$ cat src/rtl/hwag_pkg.sv
// Shared types and constants for the HWAG crank wheel generator.
package hwag_pkg;

    typedef enum logic [1:0] {
        CWG_IDLE,
        CWG_HIGH,
        CWG_LOW,
        CWG_GAP
    } cwg_state_t;

    localparam int unsigned CWG_MIN_PERIOD = 2;

endpackage

$ cat src/rtl/crank_tooth_timer.sv
// Phase timer: loading N makes o_done assert N cycles later; shared by every wheel phase.
module crank_tooth_timer #(
    parameter int unsigned PERIOD_W = 24
) (
    input  logic                i_clk,
    input  logic                i_rst_n,
    input  logic                i_load,
    input  logic [PERIOD_W-1:0] i_load_val,
    output logic                o_done
);

    logic [PERIOD_W-1:0] r_cnt;

    always_ff @(posedge i_clk or negedge i_rst_n) begin
        if (!i_rst_n) begin
            r_cnt <= '0;
        end else if (i_load) begin
            r_cnt <= i_load_val;
        end else if (r_cnt != '0) begin
            r_cnt <= r_cnt - PERIOD_W'(1);
        end
    end

    assign o_done = (r_cnt == '0);

endmodule

$ cat src/rtl/crank_wheel_gen.sv
// Synthetic N-M crank trigger wheel generator with shadowed period and teeth configuration.
module crank_wheel_gen
    import hwag_pkg::*;
#(
    parameter int unsigned PERIOD_W = 24,
    parameter int unsigned TEETH_W  = 8
) (
    input  logic                clk,
    input  logic                rst,
    input  logic                ena,
    input  logic                period_we,
    input  logic [PERIOD_W-1:0] period_d,
    input  logic                teeth_we,
    input  logic [TEETH_W-1:0]  teeth_total_d,
    input  logic [TEETH_W-1:0]  gap_teeth_d,
    output logic                vr_out,
    output logic                tooth_edge,
    output logic                rev_sync,
    output logic [TEETH_W-1:0]  tooth_idx,
    output logic                busy,
    output logic                cfg_err
);

    localparam logic [PERIOD_W-1:0] P_ONE = PERIOD_W'(1);
    localparam logic [PERIOD_W-1:0] P_MIN = PERIOD_W'(CWG_MIN_PERIOD);
    localparam logic [TEETH_W-1:0]  T_ONE = TEETH_W'(1);
    localparam logic [TEETH_W:0]    T_TWO = (TEETH_W+1)'(2);

    cwg_state_t          r_state;
    logic [PERIOD_W-1:0] r_sh_period, r_act_period;
    logic [TEETH_W-1:0]  r_sh_total, r_sh_gap, r_act_total, r_act_gap;
    logic [TEETH_W-1:0]  r_tooth_idx, r_gap_cnt;
    logic                r_cfg_err, r_vr_out, r_tooth_edge, r_rev_sync, r_busy;

    logic                w_tmr_load, w_tmr_done;
    logic [PERIOD_W-1:0] w_tmr_val;
    logic                w_start, w_rev, w_to_low, w_to_gap, w_gap_next, w_stop;
    logic                w_sh_ok, w_wr_ok, w_can_run, w_last;
    logic [PERIOD_W-1:0] w_sh_half, w_act_half, w_period_clamped;
    logic [TEETH_W-1:0]  w_last_idx;

    assign w_sh_ok          = ({1'b0, r_sh_total} >= ({1'b0, r_sh_gap} + T_TWO));
    assign w_wr_ok          = ({1'b0, teeth_total_d} >= ({1'b0, gap_teeth_d} + T_TWO));
    assign w_can_run        = !r_cfg_err && w_sh_ok;
    assign w_last_idx       = r_act_total - r_act_gap - T_ONE;
    assign w_last           = (r_tooth_idx == w_last_idx);
    assign w_sh_half        = r_sh_period >> 1;
    assign w_act_half       = r_act_period >> 1;
    assign w_period_clamped = (period_d < P_MIN) ? P_MIN : period_d;

    // Next tooth always takes its timing from the shadow period, so a write landing
    // in the same cycle as a tooth start is only seen by the following tooth.
    always_comb begin
        w_start    = 1'b0;
        w_rev      = 1'b0;
        w_to_low   = 1'b0;
        w_to_gap   = 1'b0;
        w_gap_next = 1'b0;
        w_stop     = 1'b0;
        w_tmr_load = 1'b0;
        w_tmr_val  = '0;
        if (ena) begin
            unique case (r_state)
                CWG_IDLE: begin
                    if (w_can_run) begin
                        w_start = 1'b1;
                        w_rev   = 1'b1;
                    end
                end
                CWG_HIGH: w_to_low = w_tmr_done;
                CWG_LOW: begin
                    if (w_tmr_done) begin
                        if (!w_last)               w_start  = 1'b1;
                        else if (r_act_gap != '0)  w_to_gap = 1'b1;
                        else if (w_can_run)        {w_start, w_rev} = 2'b11;
                        else                       w_stop   = 1'b1;
                    end
                end
                CWG_GAP: begin
                    if (w_tmr_done) begin
                        if (r_gap_cnt != '0)  w_gap_next = 1'b1;
                        else if (w_can_run)   {w_start, w_rev} = 2'b11;
                        else                  w_stop = 1'b1;
                    end
                end
                default: w_stop = 1'b1;
            endcase
        end
        if (w_start) begin
            w_tmr_load = 1'b1;
            w_tmr_val  = w_sh_half - P_ONE;
        end else if (w_to_low) begin
            w_tmr_load = 1'b1;
            w_tmr_val  = r_act_period - w_act_half - P_ONE;
        end else if (w_to_gap || w_gap_next) begin
            w_tmr_load = 1'b1;
            w_tmr_val  = r_act_period - P_ONE;
        end
    end

    crank_tooth_timer #(.PERIOD_W(PERIOD_W)) u_timer (
        .i_clk      (clk),
        .i_rst_n    (rst),
        .i_load     (w_tmr_load),
        .i_load_val (w_tmr_val),
        .o_done     (w_tmr_done)
    );

    always_ff @(posedge clk or negedge rst) begin
        if (!rst) begin
            r_state      <= CWG_IDLE;
            r_sh_period  <= P_MIN;
            r_act_period <= P_MIN;
            r_sh_total   <= '0;
            r_sh_gap     <= '0;
            r_act_total  <= '0;
            r_act_gap    <= '0;
            r_tooth_idx  <= '0;
            r_gap_cnt    <= '0;
            r_cfg_err    <= 1'b0;
            r_vr_out     <= 1'b0;
            r_tooth_edge <= 1'b0;
            r_rev_sync   <= 1'b0;
            r_busy       <= 1'b0;
        end else begin
            if (period_we) r_sh_period <= w_period_clamped;
            if (teeth_we) begin
                r_sh_total <= teeth_total_d;
                r_sh_gap   <= gap_teeth_d;
                r_cfg_err  <= !w_wr_ok;
            end
            r_tooth_edge <= 1'b0;
            r_rev_sync   <= 1'b0;
            if (!ena) begin
                r_state     <= CWG_IDLE;
                r_vr_out    <= 1'b0;
                r_busy      <= 1'b0;
                r_tooth_idx <= '0;
            end else if (w_start) begin
                r_state      <= CWG_HIGH;
                r_vr_out     <= 1'b1;
                r_tooth_edge <= 1'b1;
                r_busy       <= 1'b1;
                r_act_period <= r_sh_period;
                if (w_rev) begin
                    r_rev_sync  <= 1'b1;
                    r_tooth_idx <= '0;
                    r_act_total <= r_sh_total;
                    r_act_gap   <= r_sh_gap;
                end else begin
                    r_tooth_idx <= r_tooth_idx + T_ONE;
                end
            end else if (w_to_low) begin
                r_state  <= CWG_LOW;
                r_vr_out <= 1'b0;
            end else if (w_to_gap) begin
                r_state   <= CWG_GAP;
                r_gap_cnt <= r_act_gap - T_ONE;
            end else if (w_gap_next) begin
                r_gap_cnt <= r_gap_cnt - T_ONE;
            end else if (w_stop) begin
                r_state     <= CWG_IDLE;
                r_vr_out    <= 1'b0;
                r_busy      <= 1'b0;
                r_tooth_idx <= '0;
            end
        end
    end

    assign vr_out     = r_vr_out;
    assign tooth_edge = r_tooth_edge;
    assign rev_sync   = r_rev_sync;
    assign tooth_idx  = r_tooth_idx;
    assign busy       = r_busy;
    assign cfg_err    = r_cfg_err;

endmodule

$ cat config.mk
export PLATFORM = sky130hd
export DESIGN_NAME = crank_wheel_gen
export DESIGN_NICKNAME = d
export VERILOG_FILES = /design/src/rtl/hwag_pkg.sv /design/src/rtl/crank_tooth_timer.sv /design/src/rtl/crank_wheel_gen.sv
export SDC_FILE = /design/constraint.sdc
export NUM_CORES = 1
export LEC_CHECK = 0
export ABC_AREA = 1
export CORE_MARGIN = 3
export CORE_UTILIZATION = 65
export CTS_BUF_LIST = sky130_fd_sc_hd__clkbuf_8
export DETAILED_ROUTE_END_ITERATION = 8
export PLACE_DENSITY = 0.95
export SYNTH_ARGS = -nofsm -noshare
export SYNTH_HDL_FRONTEND = slang
export SYNTH_SLANG_ARGS = --single-unit
$ cat constraint.sdc
create_clock -name clk -period 7.65 [get_ports clk]
set_input_delay 1.53 -clock clk [delete_from_list [all_inputs] [get_ports clk]]
set_output_delay 1.53 -clock clk [all_outputs]
set_load 0.02 [all_outputs]
==> results.sh <==
# flow metrics
export IMPL_outcome="finished clean"
export IMPL_chipArea_um2=16900
export IMPL_totalWireLength_mm=26.4
export IMPL_power_report_internal_total_mw=1.95
export IMPL_grt_antenna_before_repair=1
export IMPL_postCtsResizedCells=0
export IMPL_finished_core_util_pct=75.1
export IMPL_slew_limit_headroom_pct=34.4
export IMPL_max_cap_violations=0
export IMPL_static_leakage_power_nw=5.40
export IMPL_achievable_frequency_ghz=0.233
export IMPL_worstSetupPathDepth=10
export IMPL_syn_area_per_cell_um2=7.14
export IMPL_synthToLayoutAreaGrowth_pct=11.0
export IMPL_wl_per_cell_um=16.0
export IMPL_critical_path_top_delay_family="simple AND/OR/NAND/NOR gates"
export IMPL_critPathMaxFanout=19
export IMPL_power_group_top="combinational cells"
export IMPL_cts_root_buf="sky130_fd_sc_hd__clkbuf_8"
export IMPL_power_switching_share_pct=49.0
export IMPL_placed_cell_area_um2=10700
export IMPL_register_area_um2=3180
export IMPL_rsz0062_at_grt="no"
export IMPL_post_synth_arst_share_pct=100
export IMPL_worst_setup_hold_path_clk_slew_ns=0.07
export IMPL_powerClk_mw=0.627
export IMPL_max_slew_worst_pin_slew_ns=0.984
export IMPL_cp_common_cell="sky130_fd_sc_hd__nor2_1"
export IMPL_pwr_share_comb_pct=55.9
export IMPL_synth_comb_largest_family="simple AND/OR/NAND/NOR gates"
export IMPL_synth_adder_area_share_pct=9.76
export IMPL_grt_use_total_pct=32.5
export IMPL_xor_share_pct=6.73
export IMPL_grt_max_degree=83
export IMPL_layout_top_cells="sky130_fd_sc_hd__nand2_1 (304), sky130_fd_sc_hd__inv_1 (214), sky130_fd_sc_hd__o21ai_0 (128), sky130_fd_sc_hd__dfrtp_1 (125), sky130_fd_sc_hd__nor2_1 (117)"
export IMPL_finalCriticalPeriod_ns=4.29
export IMPL_first_global_vias=9008
export IMPL_yosysSeqAreaShare_pct=31.7
export IMPL_rr_worst_depth=17
export IMPL_drt_antenna_violating_nets=0
export IMPL_cpMaxStageDelayCell="sky130_fd_sc_hd__clkdlybuf4s50_1"
export IMPL_final_layout_size_suffix_gt1_share_pct=5.87
export IMPL_synth_ff_latch_count=127
export IMPL_diodes=0
export IMPL_gpl_final_weighted_congestion=0.985
export IMPL_io_pin_count=58
export IMPL_detailedPlacementHpwl_mm=20.6
export IMPL_final_common_cell="sky130_fd_sc_hd__nand2_1"
export IMPL_comb_power_mw=2.14
export IMPL_die_w_um=130
export IMPL_post_route_period_util_pct=56.1
export IMPL_grt_ovfl_total=0
export IMPL_avgViaCountPerCell=5.86
export IMPL_pg_seq_mw=1.06
export IMPL_dp_cells=1619
export IMPL_clock_power_share_pct=16.4
export IMPL_cp_cell_sequence="clkdlybuf4s50_1 -> inv_1 -> nor2_1 -> nand4_4 -> nand2_2 -> nor2_2 -> nand2_4 -> inv_2 -> nor2_1 -> nor2_1"
export IMPL_route_detailed_drc=0
export IMPL_grt_first_pass_wirelength_mm=43.8
export IMPL_mux_share_pct=0
export IMPL_syn_cell_area_um2=10000
export IMPL_cts_max_path_buffers=2
export IMPL_synth_nets=1526
export IMPL_yosysWarnings=0
export IMPL_ys_flop_type="sky130_fd_sc_hd__dfrtp_1"
export IMPL_critical_path_s_largest_stage_delay_ns=0.90
export IMPL_worstSetupEndpointType="register"
export IMPL_edf_count=0
export IMPL_synth_cell_type_count=53
export IMPL_timing_hold_violations_final=0
export IMPL_port_buffer_count=57
export IMPL_fin_setup_tns_ns=0
export IMPL_worstSetupPathType="in -> reg"
export IMPL_final_setup_worst_slack_ns=3.36
export IMPL_cellPowerDensity_nw_per_um2=345
export IMPL_cts_htree_levels=4
export IMPL_die_h_um=130
export IMPL_ys_sh_simple_pct=28.8
export IMPL_hold_buffers=0
export IMPL_critPathRequiredTime_ns=8.00
export IMPL_final_hold_slack_ns=0.486
export IMPL_via_count=9660
export IMPL_post_cts_repair_setup_buffers=0
export IMPL_coreArea_um2=14800
export IMPL_tool_warnings=49
export IMPL_area_figure_in_the_yosys_stat_output_um2=10000
export IMPL_timing_max_transition_violations_final=0
export IMPL_seq_power_share_pct=27.7
export IMPL_fillers=1107
export IMPL_drtPass1Iterations=5
export IMPL_synth_cellmix_compoundShare_pct=13.3
export IMPL_instances_no_fill=1649
export IMPL_num_nets_final=1576
export IMPL_worst_hold_path_type="reg -> reg"
export IMPL_pre_cts_slack_ns=3.01
export IMPL_finalSetupViolCount=0
export IMPL_design_area_um2=11100
export IMPL_critPathLaunchType="input pin"
export IMPL_synth_cells_yosys=1404
export IMPL_worst_path_buf_inv=3
export IMPL_vdd_ir_drop_worst_uv=159
export IMPL_clk_latency_ns=0.47
export IMPL_overall_power_of_the_completed_layout_mw=3.83
export IMPL_netSwitchingPower_mw=1.88
export IMPL_syn_instance_count=1404
export IMPL_cp_data_arrival_time_ns=4.64
export IMPL_fp_util_pct=67.7
export IMPL_drt_initial_drc_count=1092
export IMPL_std_cell_rows=44
export IMPL_holdPathStages=2
export IMPL_cts_tree="done"
export IMPL_multiInputGateArea_um2=5870
[layout make-up]
cell class                 instances  share of cell area [%]
clock buffer                      21                    2.60
clock inverter                     9                    1.22
inverter                         220                    7.43
multi-input combinational       1028                    52.8
sequential                       127                    28.6
tap                              184                    2.07
timing repair buffer              60                    5.31
[cell families after synthesis]
| kind of cell | count (synthesis) |
|---|---|
| and+or+nand+nor | 634 |
| buffers and inverters | 249 |
| AOI/OAI and AO/OA | 240 |
| DFF | 127 |
| xor gates and xnor gates | 77 |
| adders and majority gates | 77 |
[synthesized netlist by cell type (3+ instances only)]
master	n	area, µm²
sky130_fd_sc_hd__nor2_1	117	439
sky130_fd_sc_hd__xor2_1	65	569
sky130_fd_sc_hd__nand2_2	7	43.8
sky130_fd_sc_hd__a22oi_1	8	60.1
sky130_fd_sc_hd__nor4_1	10	62.6
sky130_fd_sc_hd__xnor2_1	12	105
sky130_fd_sc_hd__dfrtp_1	125	3130
sky130_fd_sc_hd__clkbuf_1	14	52.6
sky130_fd_sc_hd__nand3_2	3	30.0
sky130_fd_sc_hd__o21bai_1	4	30.0
sky130_fd_sc_hd__nor2_4	6	67.6
sky130_fd_sc_hd__nand3b_1	6	45.0
sky130_fd_sc_hd__nand4_1	28	175
sky130_fd_sc_hd__o21ai_0	128	641
sky130_fd_sc_hd__buf_4	3	22.5
sky130_fd_sc_hd__inv_1	213	800
sky130_fd_sc_hd__or2_2	3	18.8
sky130_fd_sc_hd__nand2_1	304	1140
sky130_fd_sc_hd__nor3_1	19	95.1
sky130_fd_sc_hd__nor2_2	6	37.5
sky130_fd_sc_hd__o21a_1	3	22.5
sky130_fd_sc_hd__inv_2	7	26.3
sky130_fd_sc_hd__a31oi_1	7	43.8
sky130_fd_sc_hd__a211oi_1	3	22.5
sky130_fd_sc_hd__nand2_4	3	33.8
sky130_fd_sc_hd__a32oi_1	3	26.3
sky130_fd_sc_hd__buf_2	9	45.0
sky130_fd_sc_hd__o21ai_1	10	50.1
sky130_fd_sc_hd__o31ai_1	3	22.5
sky130_fd_sc_hd__or2_1	3	18.8
sky130_fd_sc_hd__o21ai_2	5	43.8
sky130_fd_sc_hd__a21oi_1	57	285
sky130_fd_sc_hd__ha_1	75	938
sky130_fd_sc_hd__nand3_1	106	531
[flip-flops by register name, indices dropped and copies added (netlist names), 2 cells and up]
| register | cells |
|---|---|
| r_act_gap | 8 |
| r_sh_total | 8 |
| r_state | 2 |
| r_act_period | 24 |
| r_sh_gap | 8 |
| r_act_total | 8 |
| tooth_idx | 8 |
| r_gap_cnt | 8 |
| u_timer.r_cnt | 24 |
| r_sh_period | 24 |
[per-layer routing]
layer / GRT usage, % / vias up / wire [µm]
met5: 0 / - / 13
met4: 9.17 / 2 / 569
met3: 6.18 / 64 / 2460
met2: 48.5 / 458 / 11300
met1: 48.6 / 4467 / 12100
li1: - / 4669 / -
[final timing paths]
kind                        startpoint                end  slack, ns
hold reg to reg                   busy               busy       0.49
setup / recovery                   ena  u_timer.r_cnt[15]       3.36
setup reg to reg           r_sh_gap[3]  u_timer.r_cnt[12]       3.49
hold / removal                    busy               busy       0.49
min in group asynchronous          rst       tooth_idx[2]       1.07
max in group asynchronous          rst    r_act_period[7]       5.16
Fig. 1: cell sizes after repair
Bar = 50 µm.
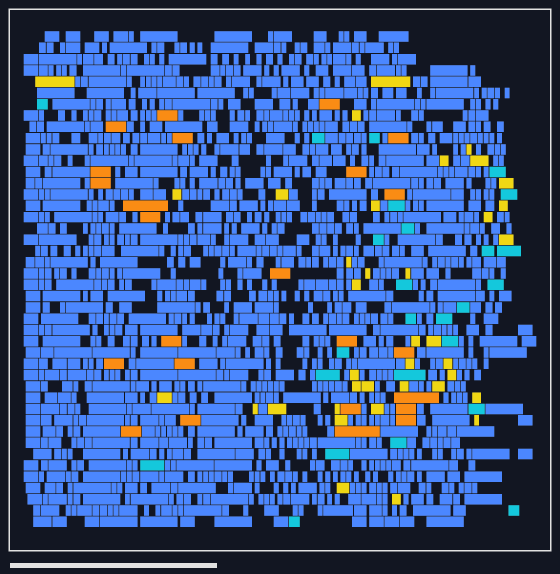
- cyan: drive 3 to 4 (cells 25; share 1.7%)
- yellow: drive 2 (cells 37; share 2.5%)
- blue: drive 1 or less (cells 1379; share 94%)
- orange: drive 6 and up (cells 24; share 1.6%)

Fig. 2: clock wires, drivers and flops
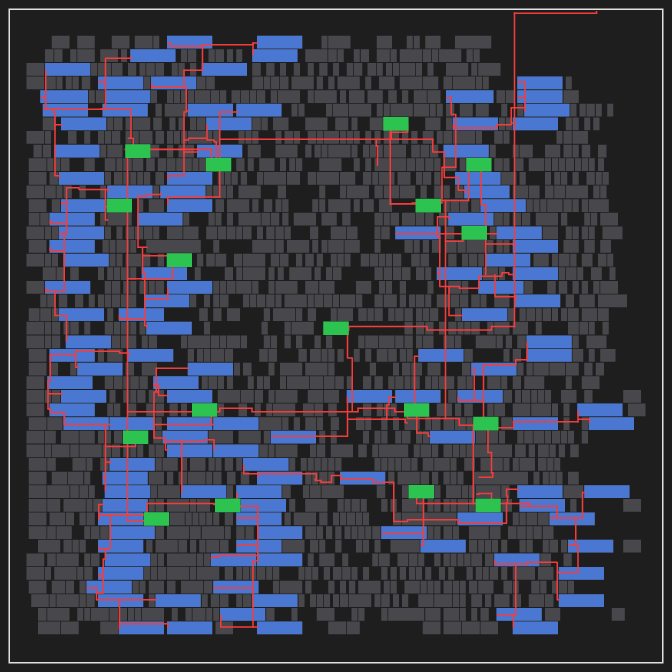
- red: clock wires (length 1630 µm)
- green: cells driving clock nets (count 17)
- blue: flip-flops (count 127)
- routed clock nets: 18

Fig. 3: clock wiring as the flow saved it
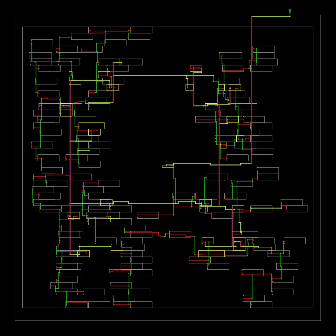
count of clock-net buffers in the final layout: 21
total number of sequential cells: 127
number of CTS-inserted buffers: 17
skew final: 0.0169 ns
number of clock sinks: 127

